--- src/rtl/softmax_pkg.sv ---
// Shared constants and state encoding for the softmax datapath stages.
package softmax_pkg;

  localparam int unsigned default_data_size      = 32;
  localparam int unsigned default_number_of_data = 10;

  typedef enum logic [2:0] {
    IDLE,
    CAPTURE,
    WAIT_MAX,
    REPLAY,
    DONE
  } sub_state_t;

  // Most-negative two's-complement value of a width-bit word, right-aligned in 64 bits.
  function automatic logic [63:0] signed_min(input int unsigned width);
    return 64'd1 << (width - 1);
  endfunction

endpackage

--- src/rtl/sample_buffer_block.sv ---
// Frame register file: one synchronous write port, one asynchronous read port.
module sample_buffer_block
  import softmax_pkg::*;
#(
  parameter int unsigned data_size      = default_data_size,
  parameter int unsigned number_of_data = default_number_of_data,
  parameter int unsigned addr_size      = $clog2(number_of_data)
) (
  input  logic                 clock_i,
  input  logic                 we,
  input  logic [addr_size-1:0] waddr,
  input  logic [data_size-1:0] wdata,
  input  logic [addr_size-1:0] raddr,
  output logic [data_size-1:0] rdata
);

  logic [data_size-1:0] mem [number_of_data];

  // NOTE: storage is deliberately not reset; every entry is written before it is replayed.
  always_ff @(posedge clock_i) begin
    if (we) mem[waddr] <= wdata;
  end

  assign rdata = mem[raddr];

endmodule

--- src/rtl/max_sub_replay_block.sv ---
// Captures a frame, waits for the max tree result, then replays x_i - max one per cycle.
// Optional MAX_SUB_SATURATE_EN clamps underflow to the signed minimum instead of wrapping.
module max_sub_replay_block
  import softmax_pkg::*;
#(
  parameter int unsigned data_size      = default_data_size,
  parameter int unsigned number_of_data = default_number_of_data
) (
  input  logic                 clock_i,
  input  logic                 reset_i,
  input  logic                 start_i,
  input  logic [data_size-1:0] data_i,
  input  logic [data_size-1:0] data_max_i,
  input  logic                 max_done_i,
  output logic [data_size-1:0] data_o,
  output logic                 valid_o,
  output logic                 last_o,
  output logic                 sub_done_o,
  output logic                 busy_o
);

  localparam int unsigned          addr_size = $clog2(number_of_data);
  localparam logic [addr_size-1:0] last_idx  = addr_size'(number_of_data - 1);

  sub_state_t           state, state_next;
  logic [addr_size-1:0] wr_idx, rd_idx;
  logic                 max_pending;
  logic [data_size-1:0] max_reg;
  logic                 buf_we, max_latch;
  logic [data_size-1:0] buf_rdata, diff_out;

  sample_buffer_block #(
    .data_size      (data_size),
    .number_of_data (number_of_data),
    .addr_size      (addr_size)
  ) u_buffer (
    .clock_i (clock_i),
    .we      (buf_we),
    .waddr   (wr_idx),
    .wdata   (data_i),
    .raddr   (rd_idx),
    .rdata   (buf_rdata)
  );

  always_comb begin
    // NOTE: every output gets a default first so no path leaves a latch behind.
    state_next = state;
    buf_we     = 1'b0;
    max_latch  = 1'b0;
    unique case (state)
      IDLE: begin
        if (start_i) begin
          buf_we     = 1'b1;
          state_next = CAPTURE;
        end
      end
      CAPTURE: begin
        buf_we    = start_i;
        max_latch = max_done_i;
        if (start_i && (wr_idx == last_idx)) state_next = WAIT_MAX;
      end
      WAIT_MAX: begin
        max_latch = max_done_i;
        if (max_pending || max_done_i) state_next = REPLAY;
      end
      REPLAY:  if (rd_idx == last_idx) state_next = DONE;
      DONE:    state_next = IDLE;
      default: state_next = IDLE;
    endcase
  end

  // wr_idx wraps to 0 after the final write, so IDLE always writes buf[0].
  always_ff @(posedge clock_i) begin
    if (reset_i) begin
      state       <= IDLE;
      wr_idx      <= '0;
      rd_idx      <= '0;
      max_pending <= 1'b0;
      data_o      <= '0;
      valid_o     <= 1'b0;
      last_o      <= 1'b0;
      sub_done_o  <= 1'b0;
    end else begin
      state      <= state_next;
      valid_o    <= 1'b0;
      last_o     <= 1'b0;
      sub_done_o <= 1'b0;
      if (buf_we) wr_idx <= (wr_idx == last_idx) ? '0 : wr_idx + 1'b1;
      if (max_latch) max_pending <= 1'b1;
      if (state == WAIT_MAX) rd_idx <= '0;
      if (state == REPLAY) begin
        data_o  <= diff_out;
        valid_o <= 1'b1;
        last_o  <= (rd_idx == last_idx);
        rd_idx  <= rd_idx + 1'b1;
      end
      if (state == DONE) begin
        sub_done_o  <= 1'b1;
        max_pending <= 1'b0;
      end
    end
  end

  always_ff @(posedge clock_i) begin
    if (max_latch) max_reg <= data_max_i;
  end

`ifdef MAX_SUB_SATURATE_EN
  localparam logic [data_size-1:0] sat_min = data_size'(signed_min(data_size));
  logic signed [data_size:0] diff;

  assign diff = $signed({buf_rdata[data_size-1], buf_rdata})
              - $signed({max_reg[data_size-1], max_reg});

  // A positive difference only arises from an inconsistent max and is clamped to zero.
  always_comb begin
    if (diff[data_size] && !diff[data_size-1])       diff_out = sat_min;
    else if (!diff[data_size] && (diff != '0))       diff_out = '0;
    else                                             diff_out = diff[data_size-1:0];
  end
`else
  assign diff_out = buf_rdata - max_reg;
`endif

  assign busy_o = (state != IDLE);

endmodule

--- config.mk ---
export PLATFORM = sky130hd
export DESIGN_NAME = max_sub_replay_block
export DESIGN_NICKNAME = d
export VERILOG_FILES = /design/src/rtl/softmax_pkg.sv /design/src/rtl/sample_buffer_block.sv /design/src/rtl/max_sub_replay_block.sv
export SDC_FILE = /design/constraint.sdc
export NUM_CORES = 1
export LEC_CHECK = 0
export CORE_AREA = 2 2 159 192
export CTS_CLUSTER_SIZE = 28
export DETAILED_ROUTE_END_ITERATION = 10
export DIE_AREA = 0 0 161 194
export PLACE_DENSITY = 0.86
export SLEW_MARGIN = 0
export SYNTH_ARGS = -nofsm -noshare
export SYNTH_HDL_FRONTEND = slang
export SYNTH_HIERARCHICAL = 1
export SYNTH_SLANG_ARGS = --single-unit
--- constraint.sdc ---
create_clock -name clock_i -period 5.3 [get_ports clock_i]
set_clock_uncertainty 0.15 [all_clocks]
set_input_delay 1.06 -clock clock_i [delete_from_list [all_inputs] [get_ports clock_i]]
set_output_delay 1.06 -clock clock_i [all_outputs]
set_load 0.02 [all_outputs]
==> Changelog: implementation, run 1 <==
### Metrics

* Status: complete, no violations
* Aoi share at 10.4%
* Final Slew Violations at 0
* Die area at 31,200 sq um
* Floorplan Nets at 1,288
* Core Box Area at 29,400 sq um
* Critical Path End Type: register
* GP Congestion at 0.935
* RSZ-0062 raised after global routing: false
* P&R area growth vs syn at 15.8%
* Flop-to-flop setup slack at 830 ps
* Worst Path Required at 5600 ps
* WHS at 303 ps
* Seq cells at 399
* Synth logic family: AND-OR/OR-AND gates
* Int Pwr at 5.24 mW
* WL per Instance at 22.2 microns
* Filler cells at 1,939
* Logic Gate Count at 695
* Fin. Hold Viols at 0
* Most numerous cell in the Yosys netlist: edfxtp_1
* Clock buf/inv share at 5.79%
* Buffers on Ports at 103
* Top cell area share at 61.6%
* Post_cts resized at 0
* Slowest stage delay, CP at 740 ps
* ANT nets after route at 0
* Top pwr grp: registers
* Clock buffer count from CTS at 38
* Yosys Chip Area at 17,200 sq um
* Worst-Margin Slew at 1080 ps
* Mux share at 10.2%
* Hold_sp: data_o[15]$_SDFFE_PP0P_
* DP Area at 18,700 sq um
* Worst slew margin at 27.7%
* Pre-CTS setup slack at 875 ps
* Layout cells sized above 1 at 16.3%
* Critical path type: reg2reg
* Critical path data arrival time at 4770 ps
* Wl on met1 at 15.3 mm
* Sink Count at 399
* Worst Hold Class: reg2reg
* Main synth FF type: edfxtp_1
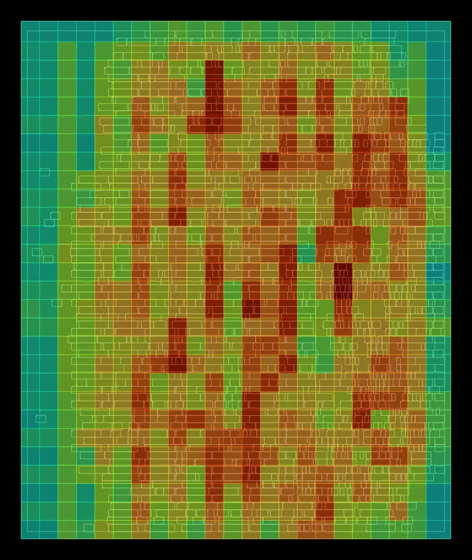
Run 1: congestion heat map
all-layer global routing usage: 24.4%
GR Layer Usage met1: 30.9%
GR peak layer: met2

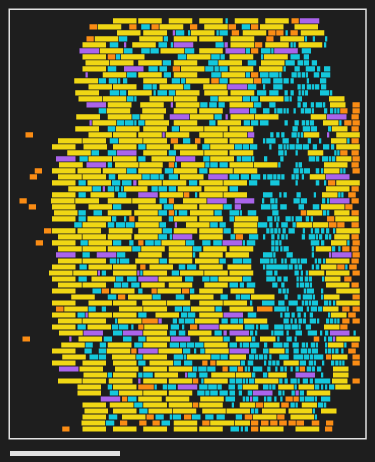
Run 1: cells coloured by class
Bar = 50 microns.
Yellow marks registers, cells 399. Purple marks clock drivers and dummy loads, cells 67. Orange marks remaining buffers and delay cells, cells 129. Cyan marks remaining logic cells, cells 735.

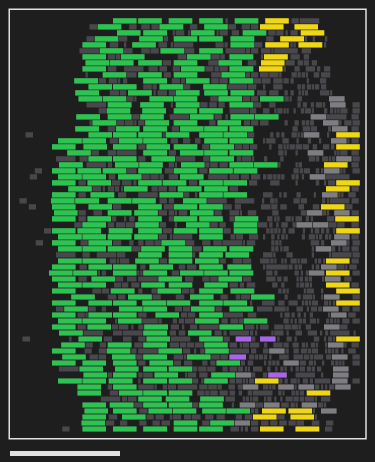
Run 1: register map, names as in the netlist
Bar = 50 microns. Other sequential cells in the stronger grey, the rest of the logic in the fainter grey.
Purple marks rd_idx, placed flops 4. Yellow marks max_reg, placed flops 32, where a column on the right. Green marks u_buffer/mem, placed flops 320.
fraction of area in registers: 57.9%
Reg area: 11,500 sq um
Final Util: 67.7%

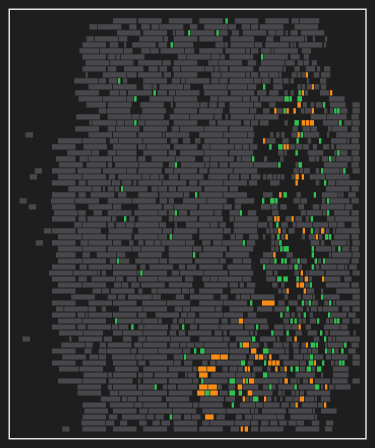
Run 1: gate-type map
Orange marks nor cells, cells 78, most used nor2_1. Green marks nand cells, cells 136, most used nand2_1.
Comb area share: 26.7%
most used logic cell in the final layout: edfxtp_1
Non-Filler Instances: 1,721

## Run 2: what changed since run 1
- clock period: 5.3 -> 4.62 ns (I/O delays scaled with it)
==> Changelog: implementation, run 2 <==
### Metrics

* Status: complete, no violations
* Fraction of area in registers at 57.6% (-0.37 points)
* Most used logic cell in the final layout: edfxtp_1
* Critical path type: reg2reg
* Top cell area share at 61.6% (unchanged)
* Final Util at 68.1% (+0.43 points)
* Synth logic family: AND-OR/OR-AND gates
* GR Layer Usage met1 at 29.2% (-1.7 points)
* Seq cells at 399 (unchanged)
* Final Slew Violations at 0 (unchanged)
* WHS at 303 ps (+0.160 ps)
* GR peak layer: met2
* Sink Count at 399 (unchanged)
* Pre-CTS setup slack at 591 ps (-284 ps)
* Filler cells at 1,920 (-0.98%)
* CTS tree: built
* Most numerous cell in the Yosys netlist: edfxtp_1
* Post_cts resized at 0 (unchanged)
* Clock buf/inv share at 5.96% (+0.18 points)
* Non-Filler Instances at 1,722 (+0.058%)
* P&R area growth vs syn at 16.5%
* Hold_sp: data_o[15]$_SDFFE_PP0P_
* Yosys Chip Area at 17,200 sq um (unchanged)
* All-layer global routing usage at 24.1% (-0.36 points)
* Fin. Hold Viols at 0 (unchanged)
* Worst Hold Class: reg2reg
* Largest net degree at the start of global routing at 55
* Logic Gate Count at 695 (unchanged)
* Critical path data arrival time at 4470 ps (-300 ps)
* Final HPWL from detailed placement at 23.9 mm
* GP Congestion at 0.847 (-9.4%)
* Worst slew margin at 29.1% (+1.5 points)
* Aoi share at 10.4% (unchanged)
* WL per Instance at 21.9 microns (-1.5%)
* DP Area at 18,800 sq um (+0.47%)
* Main synth FF type: edfxtp_1
* Die area at 31,200 sq um (unchanged)
* Core Box Area at 29,400 sq um (unchanged)
* Layout cells sized above 1 at 17.1% (+0.80 points)
* Mux share at 10.2% (unchanged)
* Worst Path Required at 4880 ps (-720 ps)
* Met3 Use GR at 4.49%
* Clock buffer count from CTS at 37 (-2.6%)
* Reg area at 11,500 sq um (unchanged)
* Floorplan Nets at 1,288 (unchanged)
* Worst-Margin Slew at 1060 ps (-26.0 ps)
* Buffers on Ports at 103 (unchanged)
* Slowest stage delay, CP at 650 ps (-90 ps)
* Top pwr grp: registers
* Critical Path End Type: register
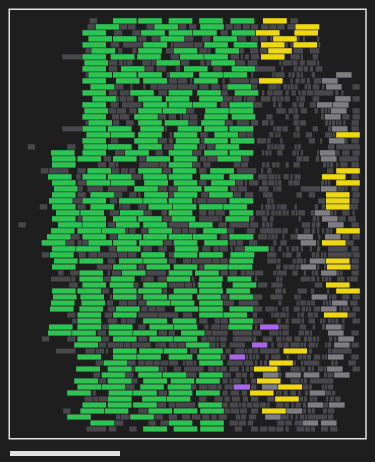
Run 2: register map, names as in the netlist
Bar = 50 microns. Other sequential cells in the stronger grey, the rest of the logic in the fainter grey.
Green marks u_buffer/mem, placed flops 320. Yellow marks max_reg, placed flops 32, where a column on the right. Purple marks rd_idx, placed flops 4.
Another 43 sequential cells are not coloured.

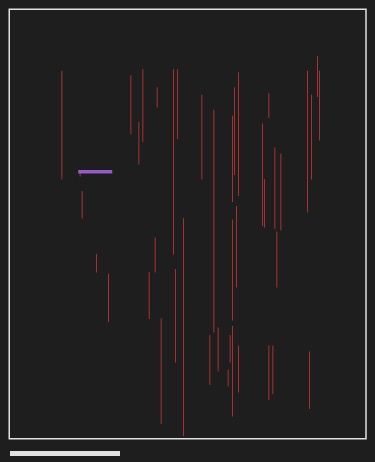
Run 2: routed metal, one colour a layer
Bar = 50 microns. Two of the layers only.
Purple marks M5, wire length 13.8 microns. Red marks M4, wire length 1,400 microns.

Power and IR drop assume default switching activity.
